[config.mk]
export PLATFORM = sky130hd
export DESIGN_NAME = seq_add_dispatch_flat
export DESIGN_NICKNAME = d
export VERILOG_FILES = /design/src/rtl/seq_add_pkg.sv /design/src/rtl/seq_add_dispatch_if.sv /design/src/rtl/seq_add_dispatch_fifo.sv /design/src/rtl/seq_add_dispatch.sv /design/src/flat_wrapper.sv
export SDC_FILE = /design/constraint.sdc
export NUM_CORES = 1
export LEC_CHECK = 0
export CORE_UTILIZATION = 49
export DETAILED_ROUTE_END_ITERATION = 10
export GPL_TIMING_DRIVEN = 0
export PLACE_DENSITY = 0.76
export SYNTH_ARGS = -nofsm -noshare
export SYNTH_HDL_FRONTEND = slang
export SYNTH_HIERARCHICAL = 1
export SYNTH_SLANG_ARGS = --single-unit
[constraint.sdc]
create_clock -name clk -period 2.9 [get_ports clk]
set_clock_uncertainty 0.05 [all_clocks]
set_input_delay 0.58 -clock clk [delete_from_list [all_inputs] [get_ports clk]]
set_output_delay 0.58 -clock clk [all_outputs]
set_load 0.02 [all_outputs]
[src/rtl/seq_add_pkg.sv]
// Shared types and default sizing for the sequential-adder operand dispatcher.
package seq_add_pkg;

    typedef enum logic [1:0] {IDLE, ISSUE, WAIT} state_e;

    localparam int DEF_WIDTH   = 32;
    localparam int DEF_DEPTH   = 4;
    localparam int DEF_TIMEOUT = 15;

endpackage

[src/rtl/seq_add_dispatch_if.sv]
// Producer, adder and consumer handshakes of the dispatcher, bundled as one bus.
interface seq_add_dispatch_if #(parameter int WIDTH = 32);

    logic             in_valid;
    logic             in_ready;
    logic [WIDTH-1:0] in_a;
    logic [WIDTH-1:0] in_b;
    logic             add_start;
    logic [WIDTH-1:0] add_a;
    logic [WIDTH-1:0] add_b;
    logic [WIDTH-1:0] add_res;
    logic             add_overflow;
    logic             add_ready;
    logic             out_valid;
    logic             out_ready;
    logic [WIDTH-1:0] out_res;
    logic             out_overflow;

    // master: the dispatcher; slave: producer, adder and consumer around it
    modport master (
        input  in_valid, in_a, in_b, add_res, add_overflow, add_ready, out_ready,
        output in_ready, add_start, add_a, add_b, out_valid, out_res, out_overflow
    );
    modport slave (
        output in_valid, in_a, in_b, add_res, add_overflow, add_ready, out_ready,
        input  in_ready, add_start, add_a, add_b, out_valid, out_res, out_overflow
    );

endinterface

[src/rtl/seq_add_dispatch_fifo.sv]
// Power-of-two circular FIFO with occupancy count; head entry visible combinationally.
module sync_fifo #(
    parameter int WIDTH = 64,
    parameter int DEPTH = 4
) (
    input  logic                   clk,
    input  logic                   rst,
    input  logic                   push_i,
    input  logic                   pop_i,
    input  logic [WIDTH-1:0]       din_i,
    output logic [WIDTH-1:0]       head_o,
    output logic [$clog2(DEPTH):0] count_o
);
    localparam int AW = $clog2(DEPTH);

    logic [WIDTH-1:0] mem_q [DEPTH];
    logic [AW-1:0]    wr_q, rd_q;
    logic [AW:0]      cnt_q, cnt_d;

    // Storage needs no reset: the head is only consumed while count is nonzero.
    always_ff @(posedge clk) begin
        if (push_i) mem_q[wr_q] <= din_i;
    end

    always_ff @(posedge clk or negedge rst) begin
        if (!rst) begin
            wr_q  <= '0;
            rd_q  <= '0;
            cnt_q <= '0;
        end else begin
            if (push_i) wr_q <= wr_q + AW'(1);
            if (pop_i)  rd_q <= rd_q + AW'(1);
            cnt_q <= cnt_d;
        end
    end

    always_comb begin
        cnt_d = cnt_q;
        case ({push_i, pop_i})
            2'b10:   cnt_d = cnt_q + (AW+1)'(1);
            2'b01:   cnt_d = cnt_q - (AW+1)'(1);
            default: cnt_d = cnt_q;
        endcase
    end

    assign head_o  = mem_q[rd_q];
    assign count_o = cnt_q;

endmodule

[src/rtl/seq_add_dispatch.sv]
// Queues operand pairs, issues one at a time to a sequential adder, holds each result
// for the consumer and raises a sticky error if the adder never answers.
module seq_add_dispatch
    import seq_add_pkg::*;
#(
    parameter int WIDTH   = DEF_WIDTH,
    parameter int DEPTH   = DEF_DEPTH,
    parameter int TIMEOUT = DEF_TIMEOUT
) (
    input  logic                   clk,
    input  logic                   rst,
    seq_add_dispatch_if.master     bus,
    output logic [$clog2(DEPTH):0] count,
    output logic                   err
);
    localparam int CW  = $clog2(DEPTH) + 1;
    localparam int WCW = $clog2(TIMEOUT + 1);

    state_e           state_q, state_d;
    logic [WCW-1:0]   wcnt_q, wcnt_d;
    logic [WIDTH-1:0] opa_q, opb_q;
    logic             out_valid_q, out_valid_d;
    logic [WIDTH-1:0] out_res_q, out_res_d;
    logic             out_ovf_q, out_ovf_d;
    logic             err_q, err_d;
    logic             in_ready, push, pop, issue, capture, timeout;
    logic [2*WIDTH-1:0] head;
    logic [CW-1:0]    fifo_cnt;

    assign in_ready = (fifo_cnt != CW'(DEPTH));
    assign push     = bus.in_valid && in_ready;

    sync_fifo #(.WIDTH(2*WIDTH), .DEPTH(DEPTH)) u_fifo (
        .clk(clk), .rst(rst), .push_i(push), .pop_i(pop),
        .din_i({bus.in_a, bus.in_b}), .head_o(head), .count_o(fifo_cnt)
    );

    always_ff @(posedge clk or negedge rst) begin
        if (!rst) begin
            state_q     <= IDLE;
            wcnt_q      <= '0;
            opa_q       <= '0;
            opb_q       <= '0;
            out_valid_q <= 1'b0;
            out_res_q   <= '0;
            out_ovf_q   <= 1'b0;
            err_q       <= 1'b0;
        end else begin
            state_q     <= state_d;
            wcnt_q      <= wcnt_d;
            if (issue) {opa_q, opb_q} <= head;
            out_valid_q <= out_valid_d;
            out_res_q   <= out_res_d;
            out_ovf_q   <= out_ovf_d;
            err_q       <= err_d;
        end
    end

    always_comb begin
        state_d = state_q;
        wcnt_d  = wcnt_q;
        issue   = 1'b0;
        pop     = 1'b0;
        capture = 1'b0;
        timeout = 1'b0;
        case (state_q)
            // An unaccepted result blocks issue, so a capture never overwrites it.
            IDLE:  if (fifo_cnt != '0 && (!out_valid_q || bus.out_ready)) state_d = ISSUE;
            ISSUE: begin
                issue   = 1'b1;
                pop     = 1'b1;
                wcnt_d  = '0;
                state_d = WAIT;
            end
            WAIT: begin
                if (bus.add_ready) begin
                    capture = 1'b1;
                    state_d = IDLE;
                end else if (wcnt_q == WCW'(TIMEOUT - 1)) begin
                    timeout = 1'b1;
                    state_d = IDLE;
                end else begin
                    wcnt_d = wcnt_q + WCW'(1);
                end
            end
            default: state_d = IDLE;
        endcase

        out_valid_d = out_valid_q;
        if (capture)                        out_valid_d = 1'b1;
        else if (out_valid_q && bus.out_ready) out_valid_d = 1'b0;
        out_res_d = capture ? bus.add_res      : out_res_q;
        out_ovf_d = capture ? bus.add_overflow : out_ovf_q;
        err_d     = err_q | timeout;
    end

    assign bus.in_ready     = in_ready;
    assign bus.add_start    = issue;
    assign bus.add_a        = issue ? head[2*WIDTH-1:WIDTH] : opa_q;
    assign bus.add_b        = issue ? head[WIDTH-1:0]       : opb_q;
    assign bus.out_valid    = out_valid_q;
    assign bus.out_res      = out_res_q;
    assign bus.out_overflow = out_ovf_q;
    assign count            = fifo_cnt;
    assign err              = err_q;

endmodule

[src/flat_wrapper.sv]
// flat-port wrapper written by rule: the top's interface ports become plain ports
module seq_add_dispatch_flat import seq_add_pkg::*;
#(
    parameter int WIDTH   = DEF_WIDTH,
    parameter int DEPTH   = DEF_DEPTH,
    parameter int TIMEOUT = DEF_TIMEOUT
)
  (clk, rst, count, err, bus_in_valid, bus_in_a, bus_in_b, bus_add_res, bus_add_overflow, bus_add_ready, bus_out_ready, bus_in_ready, bus_add_start, bus_add_a, bus_add_b, bus_out_valid, bus_out_res, bus_out_overflow);
  seq_add_dispatch_if #(.WIDTH(WIDTH)) bus_i ();
  input  logic clk;
  input  logic rst;
  output logic [$clog2(DEPTH):0] count;
  output logic err;
  input wire logic [$bits(bus_i.in_valid)-1:0] bus_in_valid;
  input wire logic [$bits(bus_i.in_a)-1:0] bus_in_a;
  input wire logic [$bits(bus_i.in_b)-1:0] bus_in_b;
  input wire logic [$bits(bus_i.add_res)-1:0] bus_add_res;
  input wire logic [$bits(bus_i.add_overflow)-1:0] bus_add_overflow;
  input wire logic [$bits(bus_i.add_ready)-1:0] bus_add_ready;
  input wire logic [$bits(bus_i.out_ready)-1:0] bus_out_ready;
  output wire logic [$bits(bus_i.in_ready)-1:0] bus_in_ready;
  output wire logic [$bits(bus_i.add_start)-1:0] bus_add_start;
  output wire logic [$bits(bus_i.add_a)-1:0] bus_add_a;
  output wire logic [$bits(bus_i.add_b)-1:0] bus_add_b;
  output wire logic [$bits(bus_i.out_valid)-1:0] bus_out_valid;
  output wire logic [$bits(bus_i.out_res)-1:0] bus_out_res;
  output wire logic [$bits(bus_i.out_overflow)-1:0] bus_out_overflow;
  assign bus_i.in_valid = bus_in_valid;
  assign bus_i.in_a = bus_in_a;
  assign bus_i.in_b = bus_in_b;
  assign bus_i.add_res = bus_add_res;
  assign bus_i.add_overflow = bus_add_overflow;
  assign bus_i.add_ready = bus_add_ready;
  assign bus_i.out_ready = bus_out_ready;
  assign bus_in_ready = bus_i.in_ready;
  assign bus_add_start = bus_i.add_start;
  assign bus_add_a = bus_i.add_a;
  assign bus_add_b = bus_i.add_b;
  assign bus_out_valid = bus_i.out_valid;
  assign bus_out_res = bus_i.out_res;
  assign bus_out_overflow = bus_i.out_overflow;
  seq_add_dispatch #(.WIDTH(WIDTH), .DEPTH(DEPTH), .TIMEOUT(TIMEOUT)) u_core (.clk(clk), .rst(rst), .bus(bus_i), .count(count), .err(err));
endmodule
==> impl_metrics.env <==
# implementation run metrics
export IMPL_run_status="complete, no violations"
export IMPL_fin_setup_tns_ns=0
export IMPL_layout_drive_gt1_share_pct=36.7
export IMPL_layout_setup_ws_ns=0.0260
export IMPL_cts_tree="done"
export IMPL_clk_pin_slew_ns=0.06
export IMPL_area_dominant_class="registers"
export IMPL_finish_instance_area_um2=17800
export IMPL_fp_dieArea_um2=28700
export IMPL_non_filler_cells_in_the_finished_layout=1293
export IMPL_largest_area_cell="sky130_fd_sc_hd__edfxtp_1"
export IMPL_detail_route_drc_violations=0
export IMPL_inverters_excl_clock=10
export IMPL_fillerInstances=1839
export IMPL_area_growth_syn_to_layout_pct=29.2
export IMPL_grt_util_met2_pct=32.7
export IMPL_coreArea_um2=27300
export IMPL_seqAreaFraction_pct=59.1
export IMPL_synth_main_ff_cell="sky130_fd_sc_hd__edfxtp_1"
export IMPL_worst_hold_path_type="flop to flop"
export IMPL_timing_critical_path_cells="buf_12, buf_12, buf_4, mux4_2, mux2_2, buf_2"
export IMPL_top_cell_area_share_pct=55.9
export IMPL_largest_net_degree_at_the_start_of_global_routing=61
export IMPL_openroad_warnings=32
export IMPL_initial_antenna_violation_count=2
export IMPL_clk_latency_ns=0.51
export IMPL_leakage_power_nw=6.60
export IMPL_dominant_cells_by_area_after_synthesis="sky130_fd_sc_hd__edfxtp_1, sky130_fd_sc_hd__dfrtp_1, sky130_fd_sc_hd__mux4_2"
export IMPL_cap_violations=0
export IMPL_highest_layer="met5"
export IMPL_edf_count=256
export IMPL_grt_pass1_vias=7304
export IMPL_timing_max_transition_violations_final=0
export IMPL_global_route_overflow_total=0
export IMPL_synth_dominant_cell_count="sky130_fd_sc_hd__edfxtp_1"
export IMPL_worst_pin_slew_ns=0.582
export IMPL_synth_top_cells_by_count="sky130_fd_sc_hd__edfxtp_1, sky130_fd_sc_hd__dfrtp_1, sky130_fd_sc_hd__mux2_2"
export IMPL_postSynthRegisterBits=368
export IMPL_final_min_clock_period_ns=2.87
export IMPL_die_wd_um=170
export IMPL_total_length_of_routed_met3_wires_um=2050
export IMPL_detail_route_iter0_violations=321
export IMPL_grt_met3_usage_pct=5.60
export IMPL_mean_cell_area_of_the_mapped_netlist_um2=22.1
export IMPL_postRouteAntennaNets=0
export IMPL_pre_cts_ws_ns=0.0513
export IMPL_register_area_share_after_synthesis_pct=76.3
export IMPL_crit_path_max_cell_delay_ns=0.48
export IMPL_regArea_um2=10500
export IMPL_gr_peak_layer="met2"
export IMPL_logic_area_um2=3050
export IMPL_post_drt_via_cell_ratio=5.22
export IMPL_grt_setup_unrepaired="true"
where the power goes:
group	leakage, nW	internal (mW)	switching (mW)	total [mW]
clock network	0.601	2.83	1.93	4.75
logic	2.33	4.05	4.07	8.12
registers	3.67	7.22	0.441	7.67
worst paths after layout:
check,start,endpoint,slack [ns],cells past startpoint
min reg2reg,u_core/err,u_core/err,0.41,1
max,u_core/u_fifo/rd_q[0],bus_add_a[12],0.03,6
max in group asynchronous,rst,u_core/u_fifo/rd_q[0],1.49,3
min,u_core/err,u_core/err,0.41,1
min in group asynchronous,rst,u_core/bus.out_res[20],0.56,2
max reg2reg,u_core/state_q[1],u_core/u_fifo/count_o[2],0.40,12
worst register-to-register path: stages, from the launching register on:
cell and delay (ns):
sky130_fd_sc_hd__dfrtp_1 0.37, sky130_fd_sc_hd__buf_6 0.14, sky130_fd_sc_hd__nand2b_4 0.14, sky130_fd_sc_hd__buf_6 0.13, sky130_fd_sc_hd__buf_6 0.15, sky130_fd_sc_hd__buf_6 0.17
sky130_fd_sc_hd__inv_1 0.18, sky130_fd_sc_hd__ha_1 0.22, sky130_fd_sc_hd__inv_1 0.06, sky130_fd_sc_hd__fa_1 0.38, sky130_fd_sc_hd__xor2_1 0.17, sky130_fd_sc_hd__nor2_1 0.11
sky130_fd_sc_hd__xor2_1 0.16
layout by cell type (no fill, tap or decap), types with 4 or more instances in the layout:
cell type and instances:
sky130_fd_sc_hd__and2_4 4, sky130_fd_sc_hd__buf_12 8, sky130_fd_sc_hd__buf_16 4, sky130_fd_sc_hd__buf_2 32, sky130_fd_sc_hd__buf_4 18, sky130_fd_sc_hd__buf_6 32
sky130_fd_sc_hd__clkbuf_1 8, sky130_fd_sc_hd__clkbuf_16 40, sky130_fd_sc_hd__clkbuf_2 14, sky130_fd_sc_hd__clkdlybuf4s50_1 139, sky130_fd_sc_hd__clkinv_1 8, sky130_fd_sc_hd__clkinv_2 5
sky130_fd_sc_hd__dfrtp_1 111, sky130_fd_sc_hd__edfxtp_1 256, sky130_fd_sc_hd__ha_1 7, sky130_fd_sc_hd__inv_1 10, sky130_fd_sc_hd__mux2_2 76, sky130_fd_sc_hd__mux2_4 21
sky130_fd_sc_hd__mux4_2 64, sky130_fd_sc_hd__nand2_1 5, sky130_fd_sc_hd__nand3_1 7, sky130_fd_sc_hd__xor2_1 4
sequential cells by signal, indices dropped and copies added (netlist names), 3 cells and up:
| name | flops |
|---|---|
| u_core/bus.out_res | 32 |
| u_core/u_fifo/mem_q | 256 |
| u_core/u_fifo/count_o | 3 |
| u_core/opb_q | 32 |
| u_core/wcnt_q | 4 |
| u_core/opa_q | 32 |
logic make-up (layout without fill, tap and decap cells):
logic type	count (synthesis)	after routing	share of synthesized area, %
AND/OR/NAND/NOR	34	34	1.48
XOR/XNOR	6	6	0.382
AND-OR/OR-AND	7	7	0.355
flip-flops	368	368	76.3
adder cells (fa/ha/maj)	8	8	0.782
buffers and inverters	37	336	1.78
multiplexers	162	162	18.9
timing repair:
action	CTS	global route
hold buffers	1	0
setup buffers	12	8
pin swaps	0	0
cloned	0	0
endpoints found under the setup margin	65	61
endpoints found under the hold margin	9	0
gates resized	277	60
Figure 1. M4 wires.
Supply wires on this layer in gray.
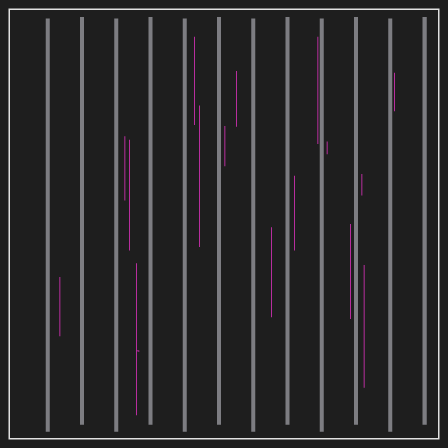
wire length on this layer = 501 um
longest straight run = 59.8 um
share of all routed wire = 1.9%
nets with wire on the layer = 8
total via count in the routed design: 6751
final wirelength: 26900 um

Figure 2. The clock network.
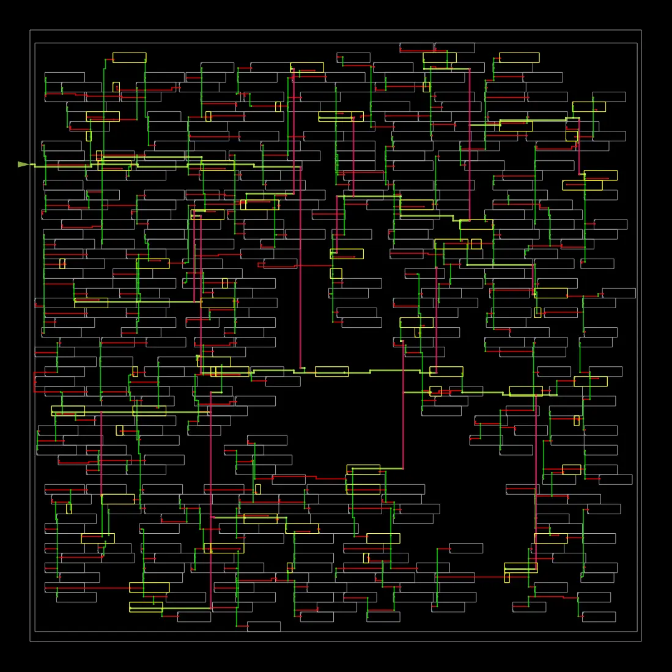
sequential cell count: 368
clock buffers created by TritonCTS: 39
clkbuf count: 49
clock network power: 4.75 mW

Figure 3. Zoomed window.
The bar under the picture is 10 um long. Region (70, 70) to (100, 100) um. Cells in gray, sequential cells in the stronger gray; small squares are vias.
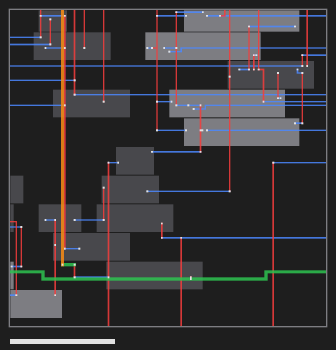
green -> M3
orange -> M4
red -> M2
blue -> M1
cells with their middle in the window = 15
most frequent = buf_12 (4), edfxtp_1 (4)
netlist names of flops here include = u_core/u_fifo/mem_q (4), u_core/u_fifo/rd_q (1)
sequential cells in the window = 5

Figure 4. Wiring by layer.
Only two layers are drawn.
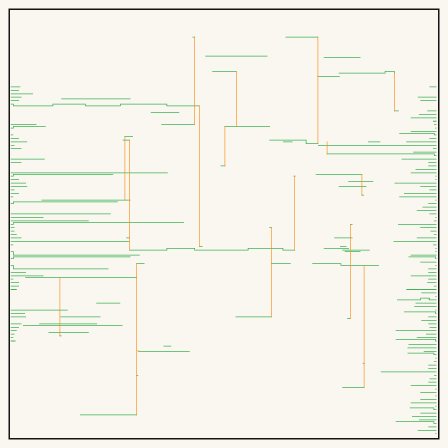
green -> M3  # wire length 2050 um
orange -> M4  # wire length 501 um
overall fraction of global-route tracks in use: 19.2%
DR WL/cell: 20.8 um

Power is estimated from default activity; no workload was simulated.
